<file path="src/rtl/frame_write_scheduler_pkg.sv">
// Shared constants for the frame write path: pixel geometry, owner codes,
// scheduler state codes and the saturating write-count helper.
package frame_write_scheduler_pkg;

    localparam int BITS_PER_PIXEL   = 24;
    localparam int PIXELS_PER_FRAME = 64;
    localparam int ADDR_W           = $clog2(PIXELS_PER_FRAME);

    localparam logic [1:0] OWNER_NONE = 2'b00;
    localparam logic [1:0] OWNER_A    = 2'b01;
    localparam logic [1:0] OWNER_B    = 2'b10;

    localparam logic [2:0] ST_IDLE   = 3'd0;
    localparam logic [2:0] ST_OWN    = 3'd1;
    localparam logic [2:0] ST_COMMIT = 3'd2;
    localparam logic [2:0] ST_SEND   = 3'd3;
    localparam logic [2:0] ST_SETTLE = 3'd4;

    localparam logic [6:0] COUNT_MAX = 7'd127;

    function automatic logic [6:0] sat_inc7(input logic [6:0] v);
        sat_inc7 = (v == COUNT_MAX) ? v : v + 7'd1;
    endfunction

endpackage

</file>
<file path="src/rtl/frame_write_scheduler_rr_arbiter2.sv">
// Two-way round-robin picker: a priority register that favours A out of reset
// and is reloaded from outside through an update strobe.
module rr_arbiter2 (
    input  logic clk,
    input  logic rst_n,
    input  logic i_req_a,
    input  logic i_req_b,
    input  logic i_upd,
    input  logic i_upd_prio_b,
    output logic o_any,
    output logic o_pick_b,
    output logic o_prio_b
);
    import frame_write_scheduler_pkg::*;

    logic r_prio_b;

    // Priority register, reloaded on the update strobe
    always_ff @(posedge clk) begin
        if (!rst_n) begin
            r_prio_b <= 1'b0;
        end else if (i_upd) begin
            r_prio_b <= i_upd_prio_b;
        end
    end

    // Pick: a lone requester wins, a tie goes to the favoured side
    always_comb begin
        o_any    = i_req_a | i_req_b;
        o_prio_b = r_prio_b;
        if (i_req_a && i_req_b) begin
            o_pick_b = r_prio_b;
        end else begin
            o_pick_b = i_req_b;
        end
    end

endmodule

</file>
<file path="src/rtl/frame_write_scheduler.sv">
// Grants frame ownership to one of two pixel writers, forwards its writes to the
// column mux and commits the frame on the mux frame boundary.
module frame_write_scheduler #(
    parameter int BITS_PER_PIXEL = frame_write_scheduler_pkg::BITS_PER_PIXEL,
    parameter int TIMEOUT        = 1024,
    parameter int SETTLE_CYCLES  = 2
) (
    input  logic                                         clk,
    input  logic                                         rst_n,
    input  logic                                         i_a_req,
    input  logic [frame_write_scheduler_pkg::ADDR_W-1:0] i_a_addr,
    input  logic [BITS_PER_PIXEL-1:0]                    i_a_value,
    input  logic                                         i_a_last,
    output logic                                         o_a_gnt,
    input  logic                                         i_b_req,
    input  logic [frame_write_scheduler_pkg::ADDR_W-1:0] i_b_addr,
    input  logic [BITS_PER_PIXEL-1:0]                    i_b_value,
    input  logic                                         i_b_last,
    output logic                                         o_b_gnt,
    input  logic                                         i_frame_done,
    output logic                                         o_write_en,
    output logic [frame_write_scheduler_pkg::ADDR_W-1:0] o_pixel_addr,
    output logic [BITS_PER_PIXEL-1:0]                    o_pixel_value,
    output logic                                         o_send_frame,
    output logic [1:0]                                   o_owner,
    output logic [6:0]                                   o_writes_in_frame,
    output logic                                         o_abort
);
    import frame_write_scheduler_pkg::*;

    localparam int              TW          = (TIMEOUT > 1) ? $clog2(TIMEOUT) : 1;
    localparam logic [TW-1:0]   TIMER_LAST  = TW'(TIMEOUT - 1);
    localparam int              SW          = (SETTLE_CYCLES > 1) ? $clog2(SETTLE_CYCLES) : 1;
    localparam logic [SW-1:0]   SETTLE_LOAD = SW'(SETTLE_CYCLES - 1);

    logic [2:0]                r_state;
    logic [1:0]                r_owner;
    logic                      r_wr_en;
    logic [ADDR_W-1:0]         r_addr;
    logic [BITS_PER_PIXEL-1:0] r_value;
    logic                      r_send;
    logic                      r_abort;
    logic [6:0]                r_count;
    logic [TW-1:0]             r_timer;
    logic [SW-1:0]             r_settle;

    logic                      w_accept;
    logic                      w_timeout;
    logic [ADDR_W-1:0]         w_addr;
    logic [BITS_PER_PIXEL-1:0] w_value;
    logic                      w_last;
    logic                      w_any;
    logic                      w_pick_b;
    logic                      w_prio_b;
    logic                      w_rr_upd;
    logic                      w_rr_prio_b;

    // Grants exist only while owning, and only toward the owner
    assign o_a_gnt   = i_a_req && (r_state == ST_OWN) && (r_owner == OWNER_A);
    assign o_b_gnt   = i_b_req && (r_state == ST_OWN) && (r_owner == OWNER_B);
    assign w_accept  = o_a_gnt | o_b_gnt;
    assign w_timeout = (r_state == ST_OWN) && !w_accept && (r_timer == TIMER_LAST);

    // Route the owner's write fields toward the output registers
    always_comb begin
        if (r_owner == OWNER_B) begin
            w_addr  = i_b_addr;
            w_value = i_b_value;
            w_last  = i_b_last;
        end else begin
            w_addr  = i_a_addr;
            w_value = i_a_value;
            w_last  = i_a_last;
        end
    end

    // A committed frame hands priority to the other side; an abort just flips it
    always_comb begin
        if (r_state == ST_SEND) begin
            w_rr_upd    = 1'b1;
            w_rr_prio_b = (r_owner == OWNER_A);
        end else if (w_timeout) begin
            w_rr_upd    = 1'b1;
            w_rr_prio_b = ~w_prio_b;
        end else begin
            w_rr_upd    = 1'b0;
            w_rr_prio_b = w_prio_b;
        end
    end

    rr_arbiter2 u_rr (
        .clk          (clk),
        .rst_n        (rst_n),
        .i_req_a      (i_a_req),
        .i_req_b      (i_b_req),
        .i_upd        (w_rr_upd),
        .i_upd_prio_b (w_rr_prio_b),
        .o_any        (w_any),
        .o_pick_b     (w_pick_b),
        .o_prio_b     (w_prio_b)
    );

    // Frame ownership state machine with registered mux-side outputs
    always_ff @(posedge clk) begin
        if (!rst_n) begin
            r_state  <= ST_IDLE;
            r_owner  <= OWNER_NONE;
            r_wr_en  <= 1'b0;
            r_addr   <= {ADDR_W{1'b0}};
            r_value  <= {BITS_PER_PIXEL{1'b0}};
            r_send   <= 1'b0;
            r_abort  <= 1'b0;
            r_count  <= 7'd0;
            r_timer  <= {TW{1'b0}};
            r_settle <= {SW{1'b0}};
        end else begin
            r_wr_en <= 1'b0;
            r_send  <= 1'b0;
            r_abort <= 1'b0;
            case (r_state)
                ST_IDLE: begin
                    if (w_any) begin
                        r_owner <= w_pick_b ? OWNER_B : OWNER_A;
                        r_timer <= {TW{1'b0}};
                        r_state <= ST_OWN;
                    end
                end
                ST_OWN: begin
                    if (w_accept) begin
                        r_wr_en <= 1'b1;
                        r_addr  <= w_addr;
                        r_value <= w_value;
                        r_count <= sat_inc7(r_count);
                        r_timer <= {TW{1'b0}};
                        if (w_last) begin
                            r_state <= ST_COMMIT;
                        end
                    end else if (w_timeout) begin
                        // Pixels already written stay in the inactive grid; no commit
                        r_abort <= 1'b1;
                        r_owner <= OWNER_NONE;
                        r_count <= 7'd0;
                        r_state <= ST_IDLE;
                    end else begin
                        r_timer <= r_timer + TW'(1);
                    end
                end
                ST_COMMIT: begin
                    if (i_frame_done) begin
                        r_send  <= 1'b1;
                        r_state <= ST_SEND;
                    end
                end
                ST_SEND: begin
                    r_settle <= SETTLE_LOAD;
                    r_state  <= ST_SETTLE;
                end
                ST_SETTLE: begin
                    if (r_settle == {SW{1'b0}}) begin
                        r_owner <= OWNER_NONE;
                        r_count <= 7'd0;
                        r_state <= ST_IDLE;
                    end else begin
                        r_settle <= r_settle - SW'(1);
                    end
                end
                default: begin
                    r_owner <= OWNER_NONE;
                    r_count <= 7'd0;
                    r_state <= ST_IDLE;
                end
            endcase
        end
    end

    assign o_write_en        = r_wr_en;
    assign o_pixel_addr      = r_addr;
    assign o_pixel_value     = r_value;
    assign o_send_frame      = r_send;
    assign o_owner           = r_owner;
    assign o_writes_in_frame = r_count;
    assign o_abort           = r_abort;

endmodule

</file>
<file path="config.mk">
export PLATFORM = sky130hd
export DESIGN_NAME = frame_write_scheduler
export DESIGN_NICKNAME = d
export VERILOG_FILES = /design/src/rtl/frame_write_scheduler_pkg.sv /design/src/rtl/frame_write_scheduler_rr_arbiter2.sv /design/src/rtl/frame_write_scheduler.sv
export SDC_FILE = /design/constraint.sdc
export NUM_CORES = 1
export LEC_CHECK = 0
export CAP_MARGIN = 20
export CORE_UTILIZATION = 43
export DETAILED_ROUTE_END_ITERATION = 6
export PLACE_DENSITY = 0.86
export SKIP_CTS_REPAIR_TIMING = 1
export SYNTH_ARGS = -nofsm -noshare
export SYNTH_HDL_FRONTEND = slang
export SYNTH_SLANG_ARGS = --single-unit
</file>
<file path="constraint.sdc">
create_clock -name clk -period 2 [get_ports clk]
set_input_delay 0.3 -clock clk [delete_from_list [all_inputs] [get_ports clk]]
set_output_delay 0.3 -clock clk [all_outputs]
set_load 0.01 [all_outputs]
</file>
==> GITHUB_STEP_SUMMARY <==
## Synthesis and layout report

| Metric | Value |
|---|---|
| Core Area | `5990 sq um` |
| Initial antenna violation count | `0` |
| Layout Cells excl Fill | `500` |
| Data arrival time at the worst-slack endpoint | `2.04 ns` |
| Worst setup SP type | `flip-flop` |
| Yosys synthesis chip area | `2700 sq um` |
| Final setup violation count | `0` |
| CP delay by family, top | `simple AND/OR/NAND/NOR gates` |
| Min-Delay Path Depth | `2` |
| Largest net degree at the start of global routing | `33` |
| Fin area | `4170 sq um` |
| CTS tree | `built` |
| Final hold slack | `0.493 ns` |
| Max-cap violation count | `0` |
| Most Crowded Layer GR | `met2` |
| Worst r2r dst | `r_state[0]` |
| Hold path startpoint | `r_timer[9]` |
| RSZ-0062 raised after global routing | `false` |
| Status | `complete, no violations` |
| Placed cells | `484` |
| Seq/total area | `27.4%` |
| Area share, top type | `42.2%` |
| Post-Syn Instances | `299` |
| Crit path buf inv count | `1` |
| Cell count in the Yosys report | `299` |
| Static Leakage | `0.00149 uW` |
| Hold Vio Cnt, Final | `0` |
| Cell type with the largest total area | `dfxtp_1` |
| DRT Pass-1 Iters | `4` |
| Max transition margin | `78.5%` |
-- synthesized netlist by cell type (all sizes together) (3+ instances only) --
cell / instances
a211oi: 30
a21boi: 3
a21oi: 12
a31oi: 3
and3: 6
buf: 13
clkbuf: 6
dfxtp: 57
inv: 5
mux2i: 33
nand2: 8
nand2b: 3
nand3: 6
nand3b: 6
nand4: 4
nor2: 49
nor2b: 6
nor3: 3
o2111ai: 3
o211ai: 3
o21ai: 12
xor2: 7
-- worst register-to-register path, stage by stage, from the launching register on --
cell and delay [ns]:
dfxtp_1 0.37, ha_1 0.18, and3_1 0.22, nand4_1 0.14, buf_4 0.21, and2_1 0.16
nand2b_1 0.18, a31o_2 0.25
-- flip-flops by register name, summed over array words and instances (netlist names) --
| signal | flops |
|---|---|
| o_pixel_value | 24 |
| o_owner | 2 |
| r_timer | 10 |
| o_abort | 1 |
| o_pixel_addr | 6 |
| u_rr.o_prio_b | 1 |
| r_state | 3 |
| o_writes_in_frame | 7 |
| r_settle | 1 |
| o_send_frame | 1 |
| o_write_en | 1 |
-- power by group --
| group | internal (uW) | switching (uW) |
|---|---|---|
| registers | 1190 | 36.2 |
| logic | 355 | 270 |
| clock network | 606 | 429 |
-- kinds of logic (layout without fill, tap and decap cells) --
family                   count (synthesis)  count (layout)  synth area share [%]
buffers and inverters                   24             150                  4.07
AND-OR/OR-AND                           74              74                  18.9
XOR/XNOR                                 8               8                  2.59
adder cells (fa/ha/maj)                  2               2                 0.925
AND/OR/NAND/NOR                        101             101                  19.1
multiplexers                            33              33                  12.2
flip-flops                              57              57                  42.2
-- layer usage --
metal | part of all wire, % | vias up
met1 | 41 | 1162
met4 | 2.1 | 0
met3 | 7.6 | 11
met2 | 49 | 103
met5 | 0 | -
li1 | - | 1324
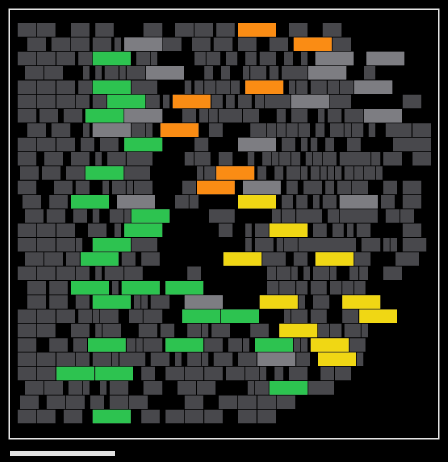
registers.png
Bar = 20 microns.
| netlist name | colour | flops |
|---|---|---|
| `r_timer` | yellow | 10 |
| `o_writes_in_frame` | orange | 7 |
| `o_pixel_value` | green | 24 |

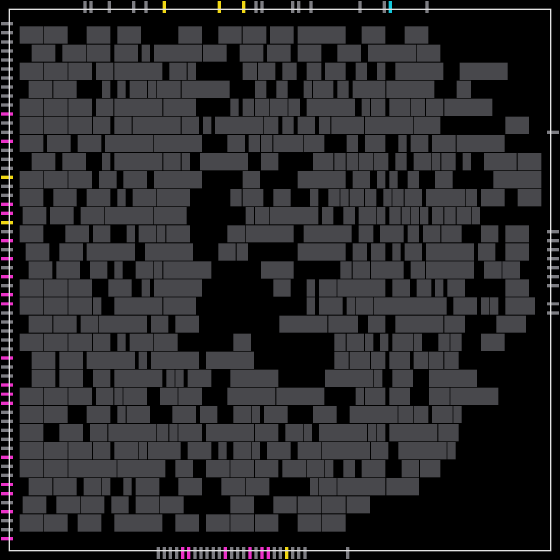
pins.png
Pins as bars across the die edge, other pins in grey.
| port | colour | pins | direction | edge |
|---|---|---|---|---|
| `i_frame_done` | cyan | 1 | input | north |
| `i_b_value` | magenta | 24 | input | 18 west, 6 south |
| `o_pixel_addr` | yellow | 6 | output | 3 north, 2 west, 1 south |
all pins by edge: 58 west, 26 south, 17 north, 10 east

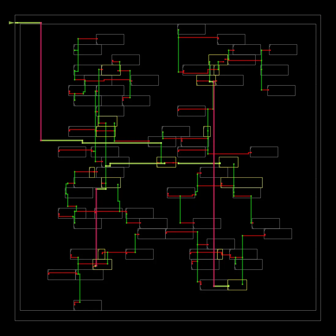
final_clocks.png
total CTS buffers: 9
Latency at later pin: 0.33 ns

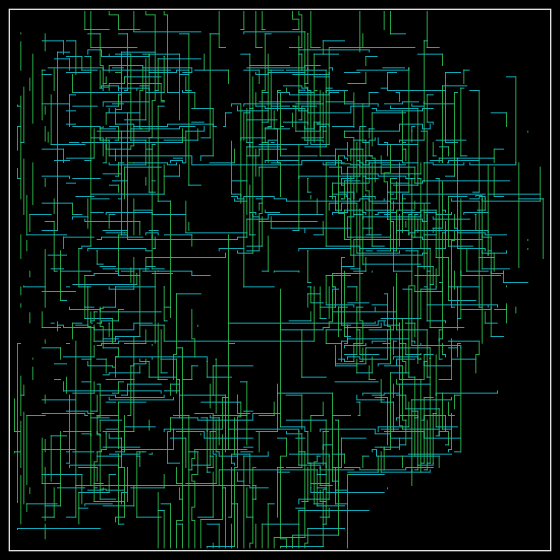
metal_stack.png
Only two layers are drawn.
| layer | colour | wire length |
|---|---|---|
| met2 | green | 3300 microns |
| met1 | cyan | 2790 microns |
final WL: 6740 microns
routed vias: 2600
gr usage total: 21.5%
per-cell routed wire length: 13.5 microns

Power is estimated from default activity; no workload was simulated.
